`config.mk`:
```
export PLATFORM = sky130hd
export DESIGN_NAME = multi_ff_bank
export DESIGN_NICKNAME = d
export VERILOG_FILES = /design/src/rtl/multi_ff_bank.sv
export SDC_FILE = /design/constraint.sdc
export NUM_CORES = 1
export LEC_CHECK = 0
export CORE_MARGIN = 3
export CORE_UTILIZATION = 32
export DETAILED_ROUTE_END_ITERATION = 12
export PLACE_DENSITY_LB_ADDON = 0.1
export SLEW_MARGIN = 0
export SYNTH_ARGS = -nofsm -noshare
export SYNTH_HDL_FRONTEND = slang
export SYNTH_SLANG_ARGS = --single-unit
```
`constraint.sdc`:
```
create_clock -name clk -period 4.25 [get_ports clk]
set_clock_uncertainty 0.05 [all_clocks]
set_input_delay 1.0625 -clock clk [delete_from_list [all_inputs] [get_ports clk]]
set_output_delay 1.0625 -clock clk [all_outputs]
set_load 0.01 [all_outputs]
```
`src/rtl/multi_ff_bank.sv`:
```
// Bank of WIDTH flip-flops whose per-bit behaviour (SR, JK, D, T) is picked each cycle by mode.
// Latency: one cycle from sampled inputs to q; qn is a combinational inverse of q.
// Backpressure: none; en=0 freezes q and the error state, err_clr is honoured regardless.
module multi_ff_bank #(
  parameter int               WIDTH   = 8,
  parameter int               CNT_W   = 4,
  parameter logic [WIDTH-1:0] RST_VAL = {WIDTH{1'b0}}
) (
  input  logic             clk,
  input  logic             rst,
  input  logic             en,
  input  logic [1:0]       mode,
  input  logic [WIDTH-1:0] s,
  input  logic [WIDTH-1:0] r,
  input  logic             err_clr,
  output logic [WIDTH-1:0] q,
  output logic [WIDTH-1:0] qn,
  output logic             err_flag,
  output logic [CNT_W-1:0] err_cnt
);

  typedef enum logic [1:0] {
    MODE_SR = 2'b00,
    MODE_JK = 2'b01,
    MODE_D  = 2'b10,
    MODE_T  = 2'b11
  } mode_e;

  localparam logic [CNT_W-1:0] CNT_MAX = {CNT_W{1'b1}};
  localparam logic [CNT_W-1:0] CNT_ONE = {{(CNT_W-1){1'b0}}, 1'b1};

  mode_e            mode_sel;
  logic [WIDTH-1:0] sr_nxt;
  logic [WIDTH-1:0] jk_nxt;
  logic [WIDTH-1:0] d_nxt;
  logic [WIDTH-1:0] t_nxt;
  logic [WIDTH-1:0] q_nxt;
  logic             illegal;
  logic [CNT_W-1:0] cnt_inc;

  assign mode_sel = mode_e'(mode);

  // Per-mode next-state candidates; colliding SR bits (s=r=1) fall into the hold term.
  always_comb begin
    sr_nxt = (q & ~(r & ~s)) | (s & ~r);
    jk_nxt = (s & ~q) | (~r & q);
    d_nxt  = s;
    t_nxt  = q ^ s;
  end

  // Select the candidate for the active mode and flag SR collisions (one event per cycle).
  always_comb begin
    q_nxt   = q;
    illegal = 1'b0;
    case (mode_sel)
      MODE_SR: begin
        q_nxt   = sr_nxt;
        illegal = en && |(s & r);
      end
      MODE_JK: q_nxt = jk_nxt;
      MODE_D:  q_nxt = d_nxt;
      MODE_T:  q_nxt = t_nxt;
      default: q_nxt = q;
    endcase
  end

  // Saturating increment; a clear coinciding with a new event restarts the count at one.
  always_comb begin
    cnt_inc = err_cnt;
    if (err_clr)
      cnt_inc = CNT_ONE;
    else if (err_cnt != CNT_MAX)
      cnt_inc = err_cnt + CNT_ONE;
  end

  // Flip-flop state: reset dominates everything, then enable gates the update.
  always_ff @(posedge clk) begin
    if (rst)
      q <= RST_VAL;
    else if (en)
      q <= q_nxt;
  end

  // Sticky error flag and counter: a new illegal event wins over a simultaneous clear.
  always_ff @(posedge clk) begin
    if (rst) begin
      err_flag <= 1'b0;
      err_cnt  <= '0;
    end else if (illegal) begin
      err_flag <= 1'b1;
      err_cnt  <= cnt_inc;
    end else if (err_clr) begin
      err_flag <= 1'b0;
      err_cnt  <= '0;
    end
  end

  assign qn = ~q;

endmodule

```
Figure 1. M1 wires.
Scale: 4 px per um. Supply wires on this layer in grey.
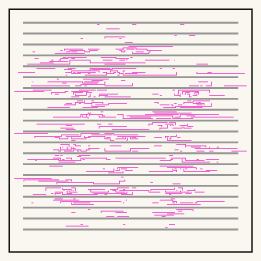
The layer holds 44% of the routed length. 162 nets have wire on it.

Figure 2. Clock wires, drivers and flops.
Scale: 6 px per um.
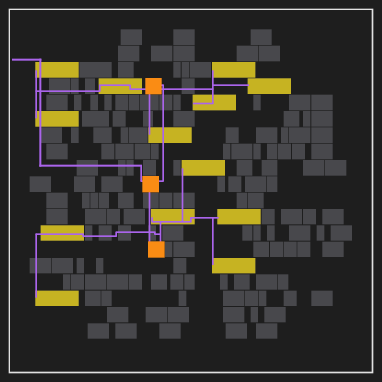
Key: orange = clock drivers [count 3]; yellow = flip-flops [count 13]; purple = clock wires [length 199 um]
There are 4 routed clock nets.
Clk pwr share: 22.4%
clk latency late pin: 0.27 ns

Figure 3. Metal 3.
Scale: 8 px per um. Cells faint in the background.
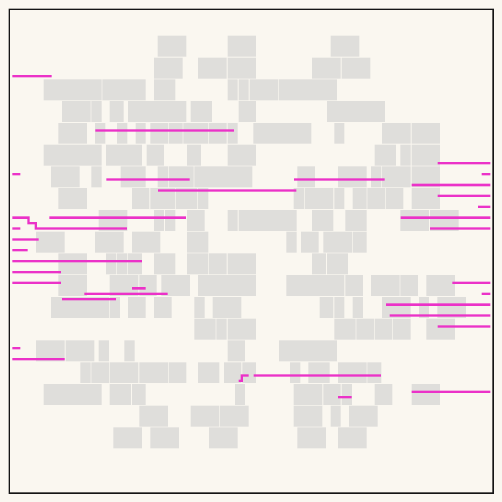
The longest straight run is 17.0 um. The wires run mostly horizontal. 33 nets have wire on it. The layer carries 257 um of wire.

Figure 4. The clock network.
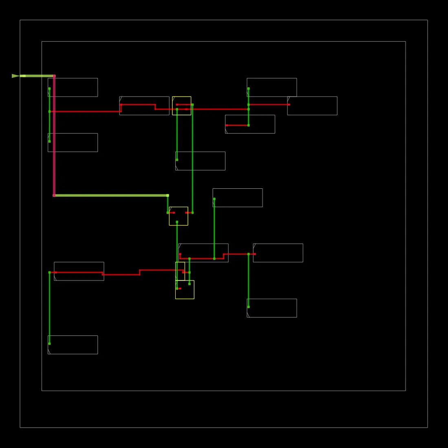
CTS buffer count: 3
Clk power: 76.4 uW
clock buffer count: 4
clk sinks: 13
FFs & Latches: 13

==> results.toml <==
# synthesis and place-and-route metrics
[clock_network]
clkTransAtPathRegs_ns = 0.08
htree_levels = 1
cts_resized = 0
cts_setup_buffers = 0
cts_tree = "built"
cts-root-buf = "clkbuf_4"

[worst_hold_path]
hold_path.class = "flop to flop"
hold_depth = 2

[synth]
ys_async_sr_fraction_pct = 0
yosysWarnings = 0
synth-area-yosys_um2 = 943
netlist.area_leader.share_pct = 27.6
yosys-top-cells-area = "dfxtp_1 (28%), mux2i_1 (11%), a222oi_1 (6.4%)"
synth-edff-count = 0
netlist-cell-type-count = 32
synth_top_cell_by_count = "nand2_1"
ys.flop_type = "dfxtp_1"
synthCells = 121

[power]
p_leak_nw = 0.562
p_int_uw = 237
peakVddDrop_mv = 0.153
p_comb_uw = 125
seq_power_share_pct = 41.0
pg_seq_uw = 140
switching_share_pct = 30.4
p_switching_uw = 104
power.group.top = "sequential cells"
power_uw = 341

[place]
dp_hpwl_um = 1980
io_buffers = 42

[timing]
worst_slew_pin_slew_ns = 0.813
period_minus_slack_ns = 2.73
drv_slew = 0
relSlewSlack_pct = 45.6
fin_crit_sh_pct = 64.1
fmax_mhz = 367
finalSetupTns_ns = 0
rsz0062_at_grt = "no"

[grt]
grt_max_degree = 25
grt.overflow.total = 0
grt_antenna_before_repair = 0
grt_pass1_vias = 982
grt_pass1_wl_um = 4390

[final_layout]
num-nonclk-inverters = 9
largest_class = "logic gates"
comb_area_um2 = 614
final_cells = 193
drive_gt1_share_pct = 3.09
sh_seq_area_pct = 18.7
comb_share_pct = 44.1
n_all_buffers = 42
area_growth_pct = 47.7

[setup_path]
cp_slowest_cell = "clkdlybuf4s50_1"
reg2reg_to = "err_cnt[0]"
required_ns = 4.37
r2r-start = "err_cnt[0]"
endpoint_kind = "flop"
reg2reg_slack_ns = 2.76
crit_chain = "clkdlybuf4s50_1 -> nor2_2 -> and3_1 -> nand2_1 -> mux2_4"

[outcome]
status = "completed"

[floorplan]
die-area_um2 = 3640
die_h_um = 60.3
tapCellCount = 31
ios = 43
initial_core_util_pct = 33.9
rows = 19

[run]
drv_cap = 0

[detailed_routing]
wl_per_cell_um = 14.0
post-route-drc-count = 0
==> critical path: cells and delay by family <==
family,cells,cell delay (ns)
AND/OR/NAND/NOR,3,0.63
multiplexers,1,0.31
buffers and inverters,1,0.82
==> metal layers <==
metal | vias to the layer above | part of all wire (%) | global-route usage, %
met1 | 510 | 44 | 20.5
met4 | 0 | 0.63 | 7.59
li1 | 526 | - | -
met5 | - | 0 | 0
met2 | 45 | 46 | 25.5
met3 | 2 | 9.5 | 3.24
==> through the flow <==
stage	area [um2]	setup slack (ns)	hold slack, ns	utilization [%]
final	1390	1.52	0.456	50.1
after floorplan	943	2.26	0.452	-
after global routing	1390	1.41	0.488	50.1
after CTS	1390	1.53	0.457	50.1
after global placement	1370	1.29	0.429	49.2
after detailed placement	1370	1.23	0.434	49.2
==> logic make-up (layout without fill, tap and decap cells) <==
family / after synthesis / in the layout / synth area share (%)
AND-OR/OR-AND: 32 / 32 / 24.0
adder cells (fa/ha/maj): 1 / 1 / 1.33
buffers and inverters: 14 / 55 / 7.29
flip-flops: 13 / 13 / 27.6
multiplexers: 11 / 11 / 12.2
AND/OR/NAND/NOR: 50 / 50 / 27.6
==> cells in the final DEF (no fill, tap or decap), types with 2 or more instances in the layout <==
master           synthesis  layout
clkbuf_4                 0       3
nor2b_1                  6       6
o22ai_1                  7       7
a21oi_1                  2       2
and3_1                   2       2
nor2_1                   9       9
nand2b_1                 5       5
nand3_1                  2       2
or2b_1                   4       4
o21ai_0                  7       7
mux2i_1                 10      10
a22oi_1                  5       5
a222oi_1                 6       6
dfxtp_1                 13      13
clkdlybuf4s50_1          0      42
nand2_1                 15      15
inv_1                    9       9
or3_1                    2       2
==> flip-flops by register name (all words and copies together) (netlist names) <==
| register | count |
|---|---|
| err_flag | 1 |
| err_cnt | 4 |
| q | 8 |
Power figures rest on the tool's default switching activity, not on a simulated workload.
